### src/rtl/led_seq_ctrl.sv
`default_nettype none
// +----------------------------------------------------------------------------+
// | Module      : led_seq_ctrl                                                 |
// | Description : 4-LED pattern sequencer with request/ack mode switching.     |
// |               Optional 25% PWM dimming when LED_SEQ_DIM_EN is defined.     |
// | Revision    : 1.0                                                          |
// +----------------------------------------------------------------------------+
module led_seq_ctrl #(
    parameter logic [22:0] TSTEP = 23'd5_000_000
) (
    input  logic       CLK,
    input  logic       RST_n,
    input  logic       Mode_Req,
    input  logic [1:0] Mode_Sel,
    input  logic       Pause,
    output logic       Mode_Ack,
    output logic       Step_Tick,
    output logic [3:0] LED_Out
);

    typedef enum logic [0:0] {
        ST_RUN    = 1'b0,
        ST_SWITCH = 1'b1
    } state_t;

    localparam logic [22:0] c_cnt_last = TSTEP - 23'd1;

    state_t      r_state;
    logic [1:0]  r_mode;
    logic [3:0]  r_index;
    logic [22:0] r_count;

    logic        w_cnt_last;
    logic [3:0]  w_pattern;
    logic        w_lit_en;

    function automatic logic [3:0] f_last_index(input logic [1:0] mode);
        logic [3:0] last;
        case (mode)
            2'd0:    last = 4'd3;
            2'd1:    last = 4'd5;
            2'd2:    last = 4'd1;
            default: last = 4'd15;
        endcase
        return last;
    endfunction

    function automatic logic [3:0] f_decode(input logic [1:0] mode, input logic [3:0] idx);
        logic [3:0] pat;
        pat = 4'b0000;
        case (mode)
            2'd0: pat = 4'b0001 << idx[1:0];
            2'd1: begin
                case (idx)
                    4'd0:    pat = 4'b0001;
                    4'd1:    pat = 4'b0010;
                    4'd2:    pat = 4'b0100;
                    4'd3:    pat = 4'b1000;
                    4'd4:    pat = 4'b0100;
                    4'd5:    pat = 4'b0010;
                    default: pat = 4'b0000;
                endcase
            end
            2'd2:    pat = idx[0] ? 4'b0000 : 4'b1111;
            default: pat = idx;
        endcase
        return pat;
    endfunction

    assign w_cnt_last = (r_count == c_cnt_last);
    assign w_pattern  = f_decode(r_mode, r_index);

`ifdef LED_SEQ_DIM_EN
    logic [1:0] r_pwm;

    always_ff @(posedge CLK) begin
        if (!RST_n) begin
            r_pwm <= 2'd0;
        end else begin
            r_pwm <= r_pwm + 2'd1;
        end
    end

    assign w_lit_en = (r_pwm == 2'd0);
`else
    assign w_lit_en = 1'b1;
`endif

    always_ff @(posedge CLK) begin
        if (!RST_n) begin
            r_state   <= ST_RUN;
            r_mode    <= 2'd0;
            r_index   <= 4'd0;
            r_count   <= 23'd0;
            LED_Out   <= 4'b0000;
            Mode_Ack  <= 1'b0;
            Step_Tick <= 1'b0;
        end else begin
            Mode_Ack  <= 1'b0;
            Step_Tick <= 1'b0;
            LED_Out   <= (r_state == ST_SWITCH) ? 4'b0000 : (w_pattern & {4{w_lit_en}});

            case (r_state)
                ST_RUN: begin
                    // Acceptance takes priority over a coincident step advance
                    if (Mode_Req) begin
                        r_mode   <= Mode_Sel;
                        r_index  <= 4'd0;
                        r_count  <= 23'd0;
                        Mode_Ack <= 1'b1;
                        r_state  <= ST_SWITCH;
                    end else if (!Pause) begin
                        if (w_cnt_last) begin
                            r_count   <= 23'd0;
                            r_index   <= (r_index == f_last_index(r_mode)) ? 4'd0 : r_index + 4'd1;
                            Step_Tick <= 1'b1;
                        end else begin
                            r_count <= r_count + 23'd1;
                        end
                    end
                end
                ST_SWITCH: begin
                    if (w_cnt_last) begin
                        r_count <= 23'd0;
                        r_index <= 4'd0;
                        r_state <= ST_RUN;
                    end else begin
                        r_count <= r_count + 23'd1;
                    end
                end
            endcase
        end
    end

endmodule
`default_nettype wire

### config.mk
export PLATFORM = sky130hd
export DESIGN_NAME = led_seq_ctrl
export DESIGN_NICKNAME = d
export VERILOG_FILES = /design/src/rtl/led_seq_ctrl.sv
export SDC_FILE = /design/constraint.sdc
export NUM_CORES = 1
export LEC_CHECK = 0
export CAP_MARGIN = 20
export CORE_MARGIN = 5
export CORE_UTILIZATION = 58
export DETAILED_ROUTE_END_ITERATION = 10
export HOLD_SLACK_MARGIN = 0.03
export PLACE_DENSITY = 0.78
export SETUP_SLACK_MARGIN = 0.2
export SLEW_MARGIN = 20
export SYNTH_ARGS = -nofsm -noshare
export SYNTH_HDL_FRONTEND = slang
export SYNTH_SLANG_ARGS = --single-unit
### constraint.sdc
create_clock -name CLK -period 2.7 [get_ports CLK]
set_clock_uncertainty 0.1 [all_clocks]
set_input_delay 0.675 -clock CLK [delete_from_list [all_inputs] [get_ports CLK]]
set_output_delay 0.675 -clock CLK [all_outputs]
set_load 0.005 [all_outputs]
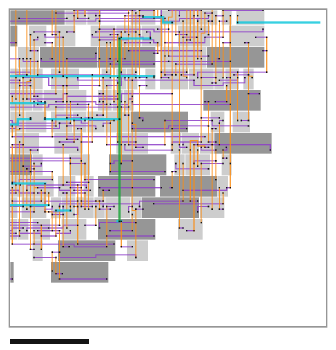
**Above:** run 1 (layout detail).
The bar under the picture is 10 um long. Window x 28 to 68, y 0 to 40 um. Cells in grey, sequential cells in the stronger grey; small squares are vias.
met3 -> cyan
met1 -> purple
met2 -> orange
met4 -> green
sequential cells in the window = 14
most frequent = dfxtp_1 (14), nor2_1 (13), nand2_1 (7)
cells with their middle in the window = 86
netlist names of flops here include = `r_count` (13), `r_index` (1)

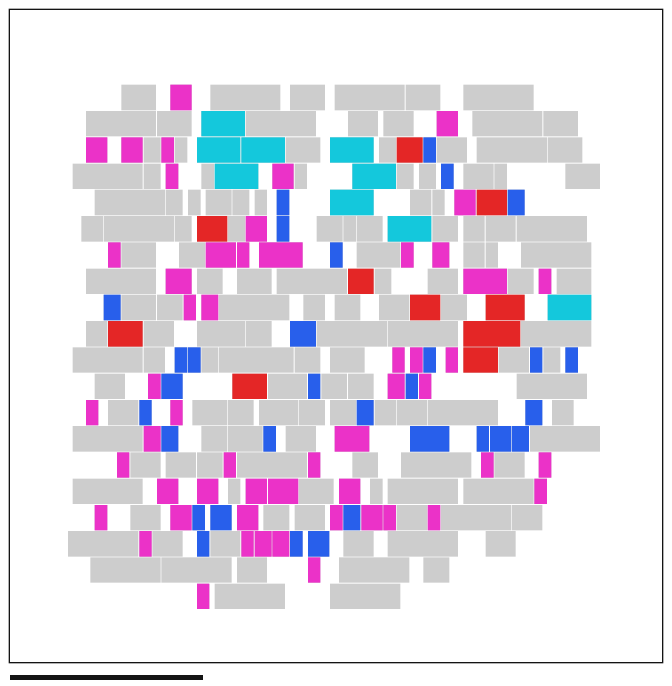
**Above:** run 1 (gate families picked out).
The bar under the picture is 20 um long.
AND-OR and OR-AND gates -> red  # cells 10
NOR gates -> magenta  # cells 54
NAND gates -> blue  # cells 31
adder and majority cells -> cyan  # cells 9, where north

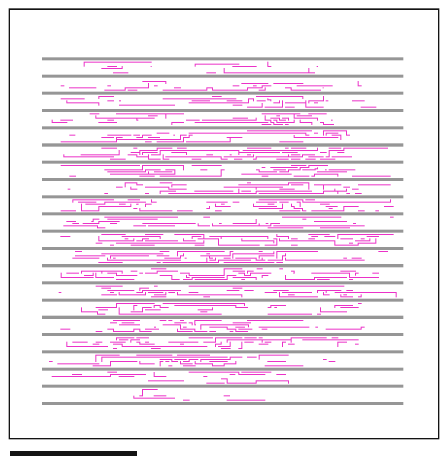
**Above:** run 1 (M1 wires).
The bar under the picture is 20 um long. Supply wires on this layer in grey.
wire length on this layer = 1950 um
nets with wire on the layer = 227
main direction = horizontal
longest straight run = 24.4 um
final WL: 4140 um
routed vias: 1614
met1 Usage GRT: 24.8%

==> flow_summary.ini, run 1 <==
; implementation run metrics
[final_timing]
tightest_slew_ns = 0.530
fmax_mhz = 419
fin_hold_ws_ns = 0.375
setup_tns_ns = 0
finalCritPeriodShare_pct = 88.3
layout_setup_ws_ns = 0.315
period_minus_slack_ns = 2.38
finalSetupViolCount = 0
relSlewSlack_pct = 64.4
report.final.slew_viol_count = 0

[final_layout]
layout_top_cell = dfxtp_1
n_antenna_cell = 0
max_flop_register = r_count
nets = 254
final_layout_size_suffix_gt1_share_pct = 12.9
syn_to_final_growth_pct = 13.9
stdcell_count = 284
final_cell_area_um2 = 2190
reg.largest.list = r_count x23, LED_Out x4, r_index x4
post-route-util_pct = 70.5
final_cell_mix = dfxtp_1 (36), nor2_1 (28), nand2_1 (18)
largest_register_ffs = 23

[setup_path]
crit_fanout = 6
criticalPathCategory = in2reg
critPathBufInv = 1
max_stage_delay_ns = 0.59
crit_path_end_kind = register
ff2ff_setup_slack_ns = 0.35
critical-path-top-delay-family = simple AND/OR/NAND/NOR gates
critPathRequiredTime_ns = 2.87
slowest_stage = or4_4
crit_arrival_ns = 2.55
cp_cell_sequence = clkdlybuf4s50_1 -> nor3b_2 -> or4_4 -> or4b_1 -> a21oi_1

[grt]
grt_pass1_wl_um = 6680
grt_util_all_layers_pct = 19.3
overflow = 0
grt_pass1_vias = 1496
grt_max_degree = 24

[status]
status = finished clean

[synthesis]
most_common_cell = dfxtp_1
edf_count = 0
adder_share_pct = 5.86
synth_cell_types = 51
top_area_cell = dfxtp_1
mux_area_share_pct = 0
syn-num-nets = 233
ys_ff = 36
yosys-top-cells-count = dfxtp_1 (36), nor2_1 (28), nand2_1 (18), xnor2_1 (13)
xor_area_share_pct = 9.12
simple_gate_share_pct = 29.8
syn_avg_cell_area_um2 = 8.81
ys.flop_type = dfxtp_1
top_cell_area_share_pct = 37.5
syn-instance-count = 218
topCellsByArea = dfxtp_1 (38%), xnor2_1 (5.9%), ha_1 (5.9%)
ys_seq_share_pct = 37.5
yosysWarnings = 0
ys_area_um2 = 1920
synth_area_um2 = 1920
yosysCellCount = 218

[min_path]
hold_path.class = reg2reg

[die]
die_h_um = 67.5
die_x_um = 67.5
core_region_area_um2 = 3100
chip_area_um2 = 4560

[clocking]
htree_levels = 2
worstSkewPairLatency_ns = 0.34
cts_hold_buf = 0
cts_buffers = 5
cts-resized-gates = 0
clkSinkCount = 36
clk_pin_slew_ns = 0.10
cts_max_path_buffers = 2
clockRootBuffer = clkbuf_4

[pwr]
switching_share_pct = 24.1
pg_clk_mw = 0.298
p_sw_mw = 0.226
p_seq_mw = 0.547
clkPwrFrac_pct = 31.8
seq_power_share_pct = 58.3
p_leak_nw = 0.757
power_density_nw_per_um2 = 429
p_int_mw = 0.712
fin_total_pwr_mw = 0.939
comb-power_mw = 0.0931

[placement]
gp_congestion = 0.840
port_buffers = 11
dp_cells = 273
post-place-ws_ns = -0.124
placed_cell_area_um2 = 2100
dp_hpwl_um = 2910

[detailed_routing]
drtIter0Drc = 90
dr.pass1.iters = 4
wl_per_cell_um = 14.6
via_per_inst = 5.68
remaining_drc_errors = 0

[job]
warning_count = 32
drv_cap = 0
run 1: path summary, 6_finish.rpt:
kind,from,to,cells after the start
worst min-delay path,r_count[1],r_count[1],2
worst max-delay path,Pause,r_count[10],5
worst min register to register,r_count[1],r_count[1],2
worst max register to register,r_count[0],r_index[3],7
run 1: layout make-up:
cell class | instances | area (um2)
Multi-Input combinational cell | 165 | 1130
Fill cell | 264 | 915
Sequential cell | 36 | 721
Timing Repair Buffer | 22 | 193
Clock buffer | 8 | 58.8
Tap cell | 44 | 55.1
Inverter | 9 | 33.8
run 1: per-layer routing:
layer | GRT usage (%) | wire length, um | vias up
li1 | - | - | 819
met1 | 24.8 | 1950 | 754
met2 | 30.7 | 1920 | 33
met3 | 4.16 | 197 | 8
met4 | 8.35 | 73 | 0
met5 | 0 | 0 | -
**Run 1: signal wires on met3**

The bar under the picture is 20 um long.
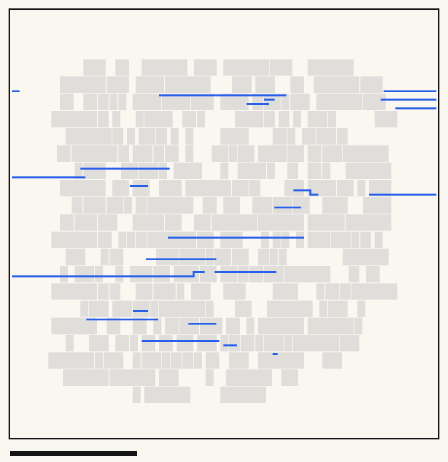

--- run 2 (diff from run 1) ---
--- a/config.mk
+++ b/config.mk
@@ -5,12 +5,14 @@
 export SDC_FILE = /design/constraint.sdc
 export NUM_CORES = 1
 export LEC_CHECK = 0
-export CAP_MARGIN = 20
+export CAP_MARGIN = 25
+export CELL_PAD_IN_SITES_DETAIL_PLACEMENT = 0
+export CELL_PAD_IN_SITES_GLOBAL_PLACEMENT = 1
 export CORE_MARGIN = 5
-export CORE_UTILIZATION = 58
+export CORE_UTILIZATION = 45
 export DETAILED_ROUTE_END_ITERATION = 10
 export HOLD_SLACK_MARGIN = 0.03
-export PLACE_DENSITY = 0.78
+export PLACE_DENSITY = 0.79
 export SETUP_SLACK_MARGIN = 0.2
 export SLEW_MARGIN = 20
 export SYNTH_ARGS = -nofsm -noshare
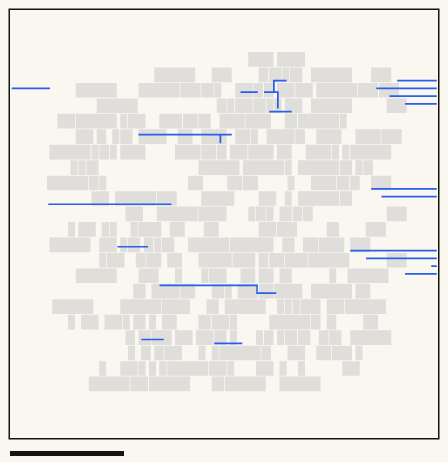
**Above:** run 2 (signal wires on met3).
The bar under the picture is 20 um long.
share of all routed wire = 4.5%
nets with wire on the layer = 18
final WL: 4010 um
met3 usage in global routing: 4.09%
routed vias: 1609

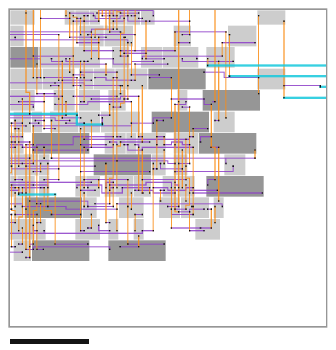
**Above:** run 2 (layout detail).
The bar under the picture is 10 um long. Window x 35 to 75, y 0 to 40 um. Cells in grey, sequential cells in the stronger grey; small squares are vias.
met3 -> cyan
met1 -> purple
met2 -> orange
cells with their middle in the window = 78
netlist names of flops here include = `r_count` (8)
sequential cells in the window = 10
most frequent = dfxtp_1 (10), nor2_1 (9), buf_4 (6)

==> run 2 against run 1 <==
  * Sequential share of layout area down 0.90 points
  * Final area up 2.8%
  * Non-clock buffer count up 1
  * Sequential cell count unchanged
  * First-iteration DRC count up 10%
  * Global-route usage down 3.5 points
  * Critical endpoint is now r_count[18]
  * Critical path type unchanged
  * Largest cell class unchanged
  * Largest power group unchanged
  * Highest routed layer unchanged
  * Die size up 24%
==> flow_summary.ini, run 2 <==
; implementation run metrics
[clocking]
cts-resized-gates = 0
clk_pin_slew_ns = 0.07
cts_max_path_buffers = 2
cts_hold_buf = 0
cts_buffers = 5
worstSkewPairLatency_ns = 0.28

[setup_path]
cp-startpoint = Pause
crit_arrival_ns = 2.44
criticalPathCategory = in2reg
r2r_cells = 6
reg2reg_to = r_index[2]
crit_path_end_kind = register
r2r_start = r_count[0]
crit_fanout = 6

[final_timing]
setup_tns_ns = 0
period_minus_slack_ns = 2.37
finalSetupViolCount = 0
tightest_slew_ns = 0.512
layout_setup_ws_ns = 0.334
finalCritPeriodShare_pct = 87.6
report.final.slew_viol_count = 0
fin_hold_ws_ns = 0.380

[final_layout]
clock_cell_area_share_pct = 4.28
nets = 255
logic_gate_count = 165
inverters = 9
logic_area_um2 = 1140
final_cell_area_um2 = 2250
largest_register_ffs = 23
max_flop_register = r_count
largest_class = logic gates
buf_share_pct = 8.90
regArea_um2 = 721
comb_area_share_pct = 50.5
nFillCells = 369
ff_count = 36
sh_seq_area_pct = 32.0
post-route-util_pct = 55.4
n_antenna_cell = 0

[placement]
port_buffers = 11
gp_congestion = 0.862
post-place-ws_ns = -0.0588
dp_cells = 280

[synthesis]
syn-num-nets = 233
synth_area_um2 = 1920
topCellsByArea = dfxtp_1 (38%), xnor2_1 (5.9%), ha_1 (5.9%)
top_area_cell = dfxtp_1
ys_ff = 36
yosysCellCount = 218
top_cell_area_share_pct = 37.5
ys.flop_type = dfxtp_1
syn-instance-count = 218
edf_count = 0
syn_avg_cell_area_um2 = 8.81
yosysWarnings = 0
most_common_cell = dfxtp_1

[die]
core_region_area_um2 = 4060
die_h_um = 75.3
die_x_um = 75.3
tapcell.inserted = 50

[pwr]
fin_total_pwr_mw = 1.05
seq_power_share_pct = 52.3
p_sw_mw = 0.234
p_seq_mw = 0.548
p_int_mw = 0.813
comb-power_mw = 0.0950

[detailed_routing]
remaining_drc_errors = 0
drtIter0Drc = 99
wl_per_cell_um = 13.8
dr.pass1.iters = 4

[grt]
overflow = 0
grt_max_degree = 24
grt_pass1_vias = 1555
grt_pass1_wl_um = 6950
grt_util_all_layers_pct = 15.8

[min_path]
hp-start = r_count[1]
hold_path.class = reg2reg
worstHoldPathCells = 2
hold-path-endpoint = r_count[1]

[job]
drv_cap = 0

[status]
status = finished clean
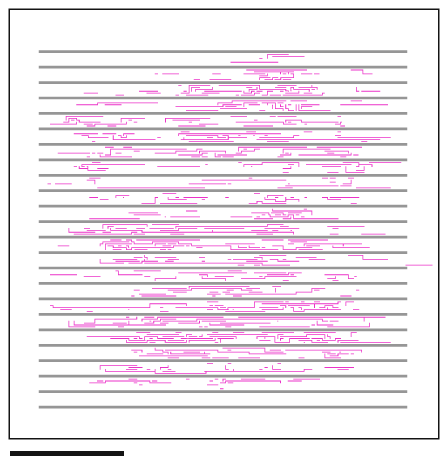
**Above:** run 2 (M1 wires).
The bar under the picture is 20 um long. Supply wires on this layer in grey.
main direction = horizontal
nets with wire on the layer = 225
wire length on this layer = 2050 um
share of all routed wire = 51%
met1 Usage GRT: 21.8%

## run 2: worst max-delay path, cell delays in order
cell             delay, ns
clkdlybuf4s50_1       0.42
nor3b_2               0.17
or4_4                 0.59
buf_4                 0.17
nor3_1                0.22
xnor2_1               0.15
nor2_1                0.05
## run 2: logic make-up after synthesis
family	after synthesis	share of synthesized area (%)
XOR/XNOR	20	9.12
AND-OR/OR-AND	33	13.2
buffers and inverters	18	4.49
AND/OR/NAND/NOR	102	29.8
adder cells (fa/ha/maj)	9	5.86
flip-flops	36	37.5
## run 2: per-layer routing
metal	share of wire (%)	GRT usage, %	up-vias
met5	0	0	-
met1	51	21.8	759
met4	0.50	5.44	0
met2	44	23.9	31
met3	4.5	4.09	2
li1	-	-	817
**Run 2: gate families picked out**

The bar under the picture is 20 um long.
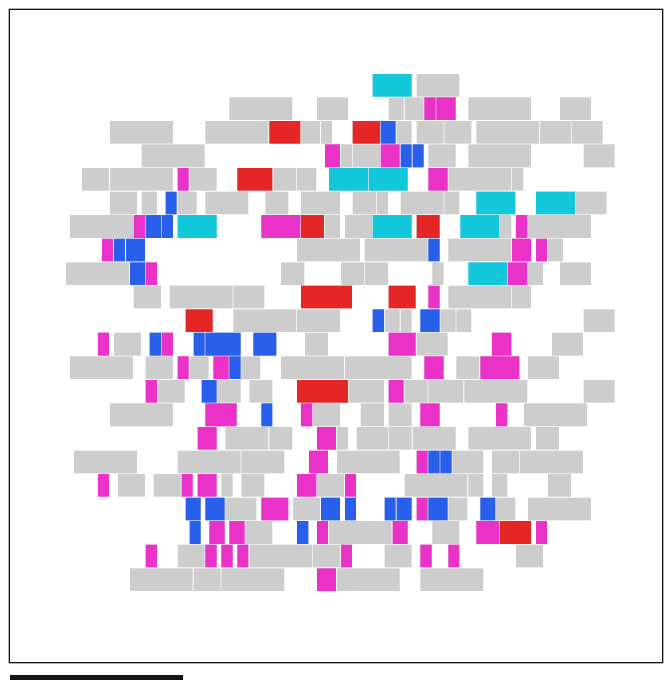

--- run 3 (diff from run 2) ---
==> config.mk (replaced) <==
export PLATFORM = sky130hd
export DESIGN_NAME = led_seq_ctrl
export DESIGN_NICKNAME = d
export VERILOG_FILES = /design/src/rtl/led_seq_ctrl.sv
export SDC_FILE = /design/constraint.sdc
export NUM_CORES = 1
export LEC_CHECK = 0
export CAP_MARGIN = 25
export CORE_MARGIN = 5
export CORE_UTILIZATION = 58
export DETAILED_ROUTE_END_ITERATION = 10
export HOLD_SLACK_MARGIN = 0.03
export PLACE_DENSITY = 0.78
export SETUP_SLACK_MARGIN = 0.2
export SLEW_MARGIN = 25
export SYNTH_ARGS = -nofsm -noshare
export SYNTH_HDL_FRONTEND = slang
export SYNTH_SLANG_ARGS = --single-unit
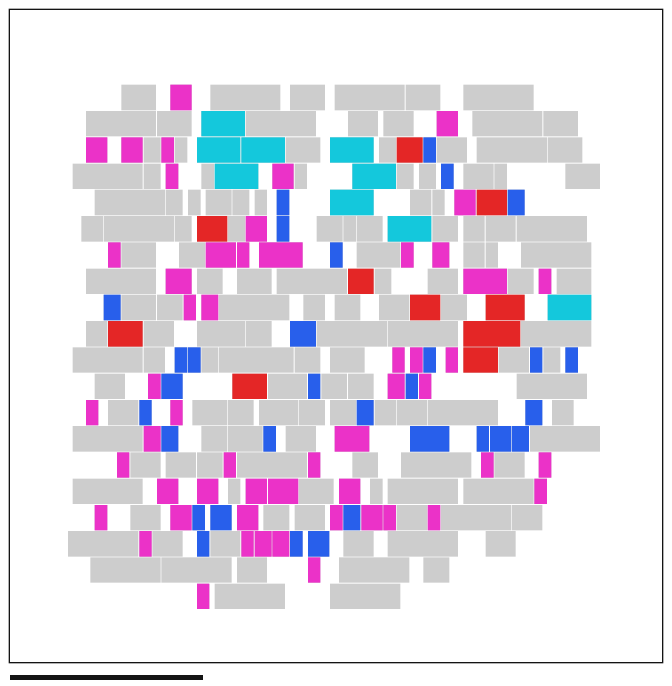
**Above:** run 3 (gate families picked out).
The bar under the picture is 20 um long.
adder and majority cells -> cyan  # cells 9, where north
NAND gates -> blue  # cells 31
AND-OR and OR-AND gates -> red  # cells 10
NOR gates -> magenta  # cells 54

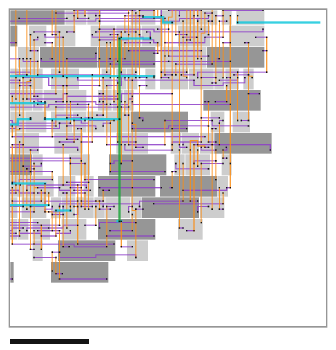
**Above:** run 3 (layout detail).
The bar under the picture is 10 um long. Window x 28 to 68, y 0 to 40 um. Cells in grey, sequential cells in the stronger grey; small squares are vias.
met1 -> purple
met3 -> cyan
met2 -> orange
met4 -> green
cells with their middle in the window = 86
netlist names of flops here include = `r_count` (13), `r_index` (1)
sequential cells in the window = 14
most frequent = dfxtp_1 (14), nor2_1 (13), nand2_1 (7)

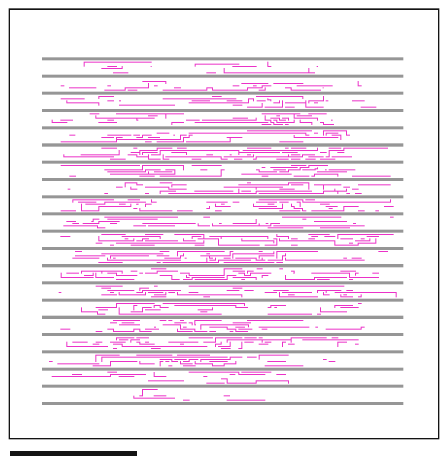
**Above:** run 3 (M1 wires).
The bar under the picture is 20 um long. Supply wires on this layer in grey.
nets with wire on the layer = 227
longest straight run = 24.4 um
wire length on this layer = 1950 um
share of all routed wire = 47%
main direction = horizontal
routed vias: 1614
met1 Usage GRT: 24.8%

==> run 3 against run 2 <==
  * Global-route usage up 3.5 points
  * Sequential power about the same
  * Area after synthesis unchanged
  * Register-to-register slack worse by 0.04 ns
  * Total power down 10%
  * Largest power group unchanged
==> flow_summary.ini, run 3 <==
; implementation run metrics
[synthesis]
ys.flop_type = dfxtp_1
syn-num-nets = 233
edf_count = 0
top_cell_area_share_pct = 37.5
yosysCellCount = 218
yosys-top-cells-count = dfxtp_1 (36), nor2_1 (28), nand2_1 (18), xnor2_1 (13)
ys_seq_share_pct = 37.5
syn_avg_cell_area_um2 = 8.81

[final_timing]
layout_setup_ws_ns = 0.315
relSlewSlack_pct = 64.4
report.final.slew_viol_count = 0
finalSetupViolCount = 0

[final_layout]
syn_to_final_growth_pct = 13.9
max_flop_register = r_count
final_cell_area_um2 = 2190
nClkBuffers = 8
inverters = 9
post-route-util_pct = 70.5
largest_register_ffs = 23
nets = 254
ff_count = 36
final_layout_size_suffix_gt1_share_pct = 12.9
buf_share_pct = 8.81
logic_area_um2 = 1130
stdcell_count = 284
regArea_um2 = 721

[setup_path]
criticalPathCategory = in2reg
reg2reg_to = r_index[3]
crit_arrival_ns = 2.55
critPathRequiredTime_ns = 2.87

[placement]
dp_cells = 273
gp_congestion = 0.840
port_buffers = 11
post-place-ws_ns = -0.124
dp_hpwl_um = 2910
placed_cell_area_um2 = 2100

[detailed_routing]
top_layer_used = met4
dr.pass1.iters = 4
dr_wl_met3_um = 197
route.met2.wl_um = 1920
remaining_drc_errors = 0
wl_per_cell_um = 14.6

[pwr]
pg_clk_mw = 0.298
power_density_nw_per_um2 = 429
p_int_mw = 0.712
comb-power_mw = 0.0931
clkPwrFrac_pct = 31.8

[grt]
grt_busiest_layer = met2
grt_max_degree = 24
overflow = 0

[min_path]
worstHoldPathCells = 2
hp-start = r_count[1]
hold_path.class = reg2reg
hold-path-endpoint = r_count[1]

[clocking]
clkSinkCount = 36
htree_levels = 2
worstSkewPairLatency_ns = 0.34
clockRootBuffer = clkbuf_4
clk_pin_slew_ns = 0.10

[status]
status = finished clean

[die]
tapcell.inserted = 44
die_x_um = 67.5

[job]
drv_cap = 0
-- run 3: timing repair --
| item | in CTS | in global routing |
|---|---|---|
| endpoints found under the hold margin | 0 | 0 |
| hold buffers | 0 | 0 |
| resized | 0 | 1 |
| setup buffers | 0 | 2 |
| setup endpoints to repair | 0 | 25 |
-- run 3: kinds of logic after synthesis --
kind of cell             share of synthesized area (%)
AND-OR/OR-AND                                     13.2
XOR/XNOR                                          9.12
adder cells (fa/ha/maj)                           5.86
buffers and inverters                             4.49
flip-flops                                        37.5
AND/OR/NAND/NOR                                   29.8
-- run 3: critical path: stages --
cell             delay, ns
clkdlybuf4s50_1       0.42
nor3b_2               0.18
or4_4                 0.59
or4b_1                0.52
a21oi_1               0.18
Power and IR drop assume default switching activity.
